--- config.mk ---
export PLATFORM = sky130hd
export DESIGN_NAME = fetch_stage
export DESIGN_NICKNAME = d
export VERILOG_FILES = /design/src/rtl/fetch_stage_pkg.sv /design/src/rtl/ifid_reg.sv /design/src/rtl/fetch_stage.sv
export SDC_FILE = /design/constraint.sdc
export NUM_CORES = 1
export LEC_CHECK = 0
export CAP_MARGIN = 20
export CORE_MARGIN = 5
export CORE_UTILIZATION = 52
export DETAILED_ROUTE_END_ITERATION = 8
export PLACE_DENSITY_LB_ADDON = 0.2
export SLEW_MARGIN = 20
export SYNTH_ARGS = -nofsm -noshare
export SYNTH_HDL_FRONTEND = slang
export SYNTH_HIERARCHICAL = 1
export SYNTH_SLANG_ARGS = --single-unit
export TNS_END_PERCENT = 50
--- constraint.sdc ---
create_clock -name clk -period 3.5 [get_ports clk]
set_input_delay 0.7 -clock clk [delete_from_list [all_inputs] [get_ports clk]]
set_output_delay 0.7 -clock clk [all_outputs]
set_load 0.005 [all_outputs]
--- src/rtl/fetch_stage_pkg.sv ---
// Shared CPU constants and IF/ID payload type used by the fetch stage.
package fetch_stage_pkg;

  localparam logic [5:0]  OP_J         = 6'b000010;
  localparam logic [31:0] NOP_VAL      = 32'h0000_0000;
  localparam logic [31:0] RESET_PC_DEF = 32'h0000_0000;

  typedef struct packed {
    logic [31:0] inst;
    logic [31:0] pc;
    logic [31:0] pc_plus4;
    logic        valid;
  } ifid_t;

  // J-type whose region-relative target is its own address.
  function automatic logic is_self_jump(input logic [31:0] inst, input logic [31:0] pc);
    return (inst[31:26] == OP_J) && ({pc[31:28], inst[25:0], 2'b00} == pc);
  endfunction

endpackage

--- src/rtl/ifid_reg.sv ---
// IF/ID pipeline register: flush writes a bubble and keeps the PC fields,
// load captures a new payload, otherwise the contents hold.
module ifid_reg
  import fetch_stage_pkg::*;
#(
  parameter logic [31:0] NOP_INST = NOP_VAL
) (
  input  logic  clk,
  input  logic  rst_n,
  input  logic  load_i,
  input  logic  flush_i,
  input  ifid_t d_i,
  output ifid_t q_o
);

  ifid_t q_q, q_d;

  always_comb begin
    q_d = q_q;
    if (flush_i) begin
      q_d.inst  = NOP_INST;
      q_d.valid = 1'b0;
    end else if (load_i) begin
      q_d = d_i;
    end
  end

  always_ff @(posedge clk or negedge rst_n) begin
    if (!rst_n) begin
      q_q.inst     <= NOP_INST;
      q_q.pc       <= '0;
      q_q.pc_plus4 <= '0;
      q_q.valid    <= 1'b0;
    end else begin
      q_q <= q_d;
    end
  end

  assign q_o = q_q;

endmodule

--- src/rtl/fetch_stage.sv ---
// Instruction fetch: PC register, redirect/stall handling, jump-to-self halt
// detect, feeding the IF/ID register.
module fetch_stage
  import fetch_stage_pkg::*;
#(
  parameter logic [31:0] RESET_PC = RESET_PC_DEF,
  parameter logic [31:0] NOP_INST = NOP_VAL
) (
  input  logic        clk,
  input  logic        rst_n,
  input  logic        stall,
  input  logic        redirect,
  input  logic [31:0] redirect_pc,
  output logic [31:0] inst_addr,
  input  logic [31:0] inst_data,
  output logic [31:0] ifid_inst,
  output logic [31:0] ifid_pc,
  output logic [31:0] ifid_pc_plus4,
  output logic        ifid_valid,
  output logic        halted
);

  logic [31:0] pc_q, pc_d, pc_plus4;
  logic        halted_q, halted_d;
  logic        load, flush, halt_det;
  ifid_t       ifid_d, ifid_q;

  assign pc_plus4 = pc_q + 32'd4;
  assign load     = !redirect && !stall && !halted_q;
  // Once halted, every unstalled non-redirect cycle injects a bubble.
  assign flush    = redirect || (halted_q && !stall);
  assign halt_det = load && is_self_jump(inst_data, pc_q);

  always_comb begin
    pc_d = pc_plus4;
    if (redirect)                         pc_d = redirect_pc & ~32'h3;
    else if (halted_q || halt_det || stall) pc_d = pc_q;
  end

  assign halted_d = halted_q || halt_det;

  always_ff @(posedge clk or negedge rst_n) begin
    if (!rst_n) begin
      pc_q     <= RESET_PC;
      halted_q <= 1'b0;
    end else begin
      pc_q     <= pc_d;
      halted_q <= halted_d;
    end
  end

  assign ifid_d = '{inst: inst_data, pc: pc_q, pc_plus4: pc_plus4, valid: 1'b1};

  ifid_reg #(.NOP_INST(NOP_INST)) u_ifid (
    .clk    (clk),
    .rst_n  (rst_n),
    .load_i (load),
    .flush_i(flush),
    .d_i    (ifid_d),
    .q_o    (ifid_q)
  );

  assign inst_addr     = pc_q;
  assign ifid_inst     = ifid_q.inst;
  assign ifid_pc       = ifid_q.pc;
  assign ifid_pc_plus4 = ifid_q.pc_plus4;
  assign ifid_valid    = ifid_q.valid;
  assign halted        = halted_q;

endmodule

==> GITHUB_STEP_SUMMARY, run 1 <==
### Yosys + OpenROAD results

| Metric | Value |
|---|---|
| Tool warnings | `28` |
| Buffers, non-clock | `203` |
| Multiplexer share | `0.194` |
| R2R cell count | `7` |
| Comb_multi_in | `around 400` |
| Well-Tap Cells | `~170` |
| Sw Ratio | `0.237` |
| Buf+Inv Stages, Crit Path | `1` |
| Register share of total power | `0.431` |
| Gr ovfl total | `0` |
| # rows | `between 40 and 50` |
| Most instantiated logic cells after routing | `clkdlybuf4s50_1 (191), dfrtp_1 (128), mux2_4 (60), nor2_1 (58), xnor2_1 (39)` |
| Final sequential cell count | `between 100 and 150` |
| CP Data Required Time | `between 3000 and 4000 ps` |
| Input/output buffers | `between 150 and 200` |
| ANT nets after route | `0` |
| Crit path to | `inst_addr[26]` |
| CTS root buffer | `clkbuf_16` |
| CP endpoint kind | `flip-flop` |
| Yosys Chip Area | `6680 um^2` |
| Dpl cells | `a little over 900` |
| Non-clock inverter count | `15` |
| Area Overhead vs Synth | `38.2%` |
| Post-CTS Resized | `0` |
| Flop share of the area | `0.347` |
| WL final | `18.6 mm` |
| Vias per Instance | `5.45` |
| Yosys top cell by instances | `dfrtp_1` |
| Starting density of the core | `0.529` |
| DR WL met2 | `9.10 mm` |
| Xor/xnor share | `0.0748` |
| Post-layout period usage | `0.789` |
| Ao+oa area frac | `0.0495` |
| Largest area contributor in the netlist | `dfrtp_1` |
| Gate Area | `3150 um^2` |
| Register area | `3200 um^2` |
| Slowest stage delay, CP | `650 ps` |
| Status | `completed` |
| CP Class | `in2reg` |
| Yosys cell types | `a little over 50` |
| EDFF count, synth | `0` |
| Crit path launch type | `input port` |
| Top cell category | `registers` |
| Comb. pwr | `396 uW` |
| Post-DP HPWL | `approximately 13 mm` |
| Post-synthesis cell count | `about 580` |
| Crit-path slowest cell | `nor4_1` |
| Hold Crit Class | `in2async` |
| GR Layer Usage met3 | `0.0810` |
| Final Instance Area | `just over 9000 um^2` |
| First-pass GRT wire length | `about 29 mm` |
| Pre-CTS WS | `243 ps` |
| CLK BUF | `25` |
| Final Max-Slew Violation Tally | `0` |
| Core Area | `~13,000 um^2` |
| R2r endpoint | `inst_addr[16]` |
| Clock-pin slew on the worst setup and hold paths | `about 50 ps` |
| Max-slew headroom | `0.400` |
| Worst-path cell chain | `clkdlybuf4s50_1, xnor2_1, nand4_1, nor4_1, a21oi_4, a311o_1, nand3_1` |
| FF-to-FF Start | `inst_addr[2]` |
| Top cells, area | `dfrtp_1 (48%), mux2_4 (13%), mux2i_1 (5.2%)` |
| Crit path depth | `7` |
| Combinational fraction of the cell area | `0.341` |
| Die Height | `around 120 um` |
| Top delay family on crit path | `simple AND/OR/NAND/NOR gates` |
| Finished Layout Cells | `948` |
| Final number of setup-violating endpoints | `0` |
| Clock Latency Late Sink | `between 400 and 500 ps` |
| Nets | `~830` |
| Synth logic family | `multiplexers` |
| Width of the die | `roughly 120 um` |
| Routed length on met3 | `1.47 mm` |
| Dpl cell area | `about 8600 um^2` |
| Number of cells in Yosys stat | `approximately 580` |
| Clk network pwr share | `0.463` |
| Top cells by count, synth | `dfrtp_1 (128), mux2_4 (60), nor2_1 (58)` |
| Max reg flops | `97` |
| Leakage power total | `3.86 nW` |
| R2R Setup Slk | `slightly below 800 ps` |
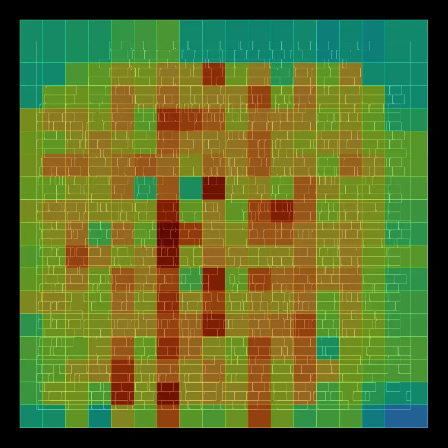
run_1/congestion_map.png
drt wl/cell: 19.6 um
GRT met1 Usage: 0.324
final core utilization: 0.731
GRT busiest layer: met2

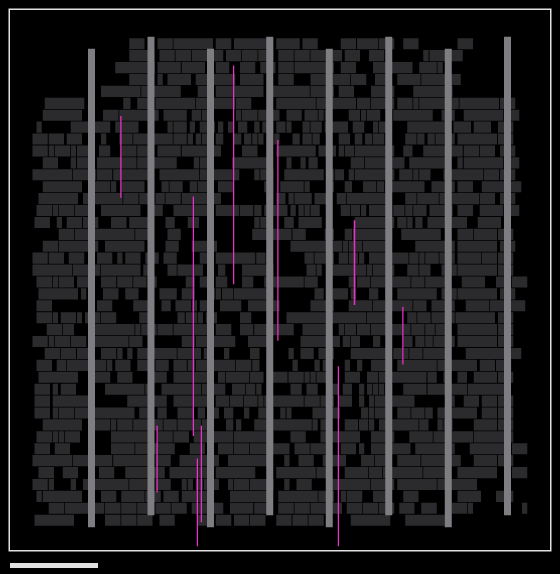
run_1/m4.png
Scale bar: 20 um. Supply wires on this layer in gray.
longest straight run: 54.4 um
main direction: vertical
wire length on this layer: 297 um
share of all routed wire: 1.6%
nets with wire on the layer: 7

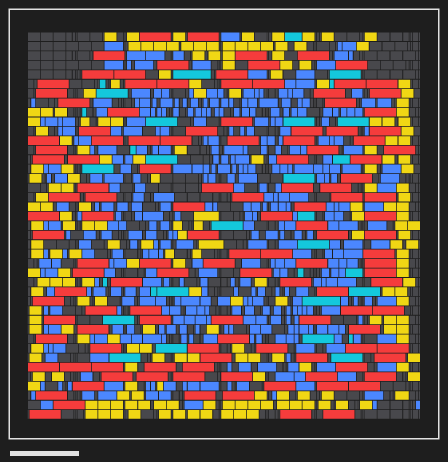
run_1/class_map.png
Scale bar: 20 um. Fill, decap, tap and diode cells in gray.
[yellow] remaining buffers and delay cells | cells: 203 | share of their area: 23%
[cyan] clock drivers and dummy loads | cells: 31 | share of their area: 6.4%
[blue] remaining logic cells | cells: 414 | share of their area: 36%
[red] registers | cells: 128 | share of their area: 36%

==> run 2: changes to the inputs <==
--- a/config.mk
+++ b/config.mk
@@ -7,7 +7,7 @@
 export LEC_CHECK = 0
 export CAP_MARGIN = 20
 export CORE_MARGIN = 5
-export CORE_UTILIZATION = 52
+export CORE_UTILIZATION = 48
 export DETAILED_ROUTE_END_ITERATION = 8
 export PLACE_DENSITY_LB_ADDON = 0.2
 export SLEW_MARGIN = 20
==> constraint.sdc (replaced) <==
create_clock -name clk -period 2.8 [get_ports clk]
set_input_delay 0.56 -clock clk [delete_from_list [all_inputs] [get_ports clk]]
set_output_delay 0.56 -clock clk [all_outputs]
set_load 0.005 [all_outputs]
==> run 2 against run 1 <==
  * Critical path depth is 2 higher
  * Synthesized cell count stayed put
  * Via count increased by 1.9%
  * Hold slack worse by 210 ps
  * Combinational power up 39%
  * First-iteration DRC count increased by 4.4%
  * Total power increased by 26%
  * Sequential share of layout area decreased by 0.77 points
  * Synthesized area did not move
  * Clock power increased by 26%
  * Core utilization shrank 4.6 points
  * Register-to-register slack got worse by 420 ps
  * Critical endpoint is now inst_addr[8]
  * Highest routed layer unchanged
==> GITHUB_STEP_SUMMARY, run 2 <==
### Yosys + OpenROAD results

| Metric | Value |
|---|---|
| Final Max-Slew Violation Tally | `0 (unchanged)` |
| Slowest stage delay, CP | `580 ps (-70 ps)` |
| Leakage power total | `3.98 nW (+2.9%)` |
| Dpl cells | `945 (+3.1%)` |
| Crit-path slowest cell | `or4_4` |
| Final number of setup-violating endpoints | `0 (unchanged)` |
| Top cells by count, synth | `dfrtp_1 (128), mux2_4 (60), nor2_1 (58)` |
| Gr ovfl total | `0 (unchanged)` |
| Status | `completed` |
| Yosys cell types | `51 (unchanged)` |
| R2r endpoint | `inst_addr[22]` |
| Die Height | `128 um (+3.8%)` |
| GR Layer Usage met3 | `0.0754 (-0.00555)` |
| Xor/xnor share | `0.0748 (unchanged)` |
| Vias per Instance | `5.39 (-1.1%)` |
| Non-clock inverter count | `15 (unchanged)` |
| Input/output buffers | `193 (unchanged)` |
| Ao+oa area frac | `0.0495 (unchanged)` |
| Drt wl/cell | `19.5 um (-0.41%)` |
| Number of cells in Yosys stat | `578 (unchanged)` |
| Comb_multi_in | `399 (unchanged)` |
| Nets | `853 (+2.4%)` |
| GRT met1 Usage | `0.309 (-0.0153)` |
| Final sequential cell count | `128 (unchanged)` |
| # rows | `43 (+4.9%)` |
| Buf+Inv Stages, Crit Path | `3 (+2)` |
| FF-to-FF Start | `inst_addr[2]` |
| Routed length on met3 | `1.47 mm (unchanged)` |
| Post-DP HPWL | `13.9 mm (+4.9%)` |
| Crit path launch type | `input port` |
| Multiplexer share | `0.194 (unchanged)` |
| Most instantiated logic cells after routing | `clkdlybuf4s50_1 (191), dfrtp_1 (128), mux2_4 (60), nor2_1 (58), xnor2_1 (39)` |
| Post-CTS Resized | `0 (unchanged)` |
| Crit path to | `inst_addr[8]` |
| Area Overhead vs Synth | `41.4%` |
| CP Data Required Time | `3130 ps (-710 ps)` |
| Clock Latency Late Sink | `410 ps (about the same)` |
| Pre-CTS WS | `-61.7 ps (-305 ps)` |
| Crit path depth | `9 (+2)` |
| Top delay family on crit path | `simple AND/OR/NAND/NOR gates` |
| Max reg flops | `97 (unchanged)` |
| Synth logic family | `multiplexers` |
| First-pass GRT wire length | `30.2 mm (+3.2%)` |
| Buffers, non-clock | `223 (+9.9%)` |
| Post-layout period usage | `0.874` |
| Hold Crit Class | `in2async` |
| Comb. pwr | `551 uW (+39%)` |
| Register area | `3200 um^2 (unchanged)` |
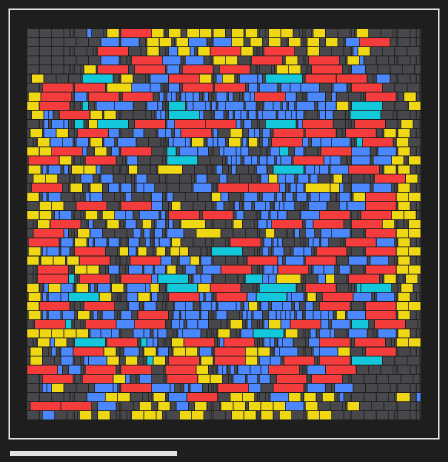
run_2/class_map.png
Scale bar: 50 um. Fill, decap, tap and diode cells in gray.
[red] registers | cells: 128 | share of their area: 35%
[yellow] remaining buffers and delay cells | cells: 223 | share of their area: 24%
[cyan] clock drivers and dummy loads | cells: 32 | share of their area: 6.3%
[blue] remaining logic cells | cells: 414 | share of their area: 35%

No activity file was given, so power comes from the tool's default toggle rates.
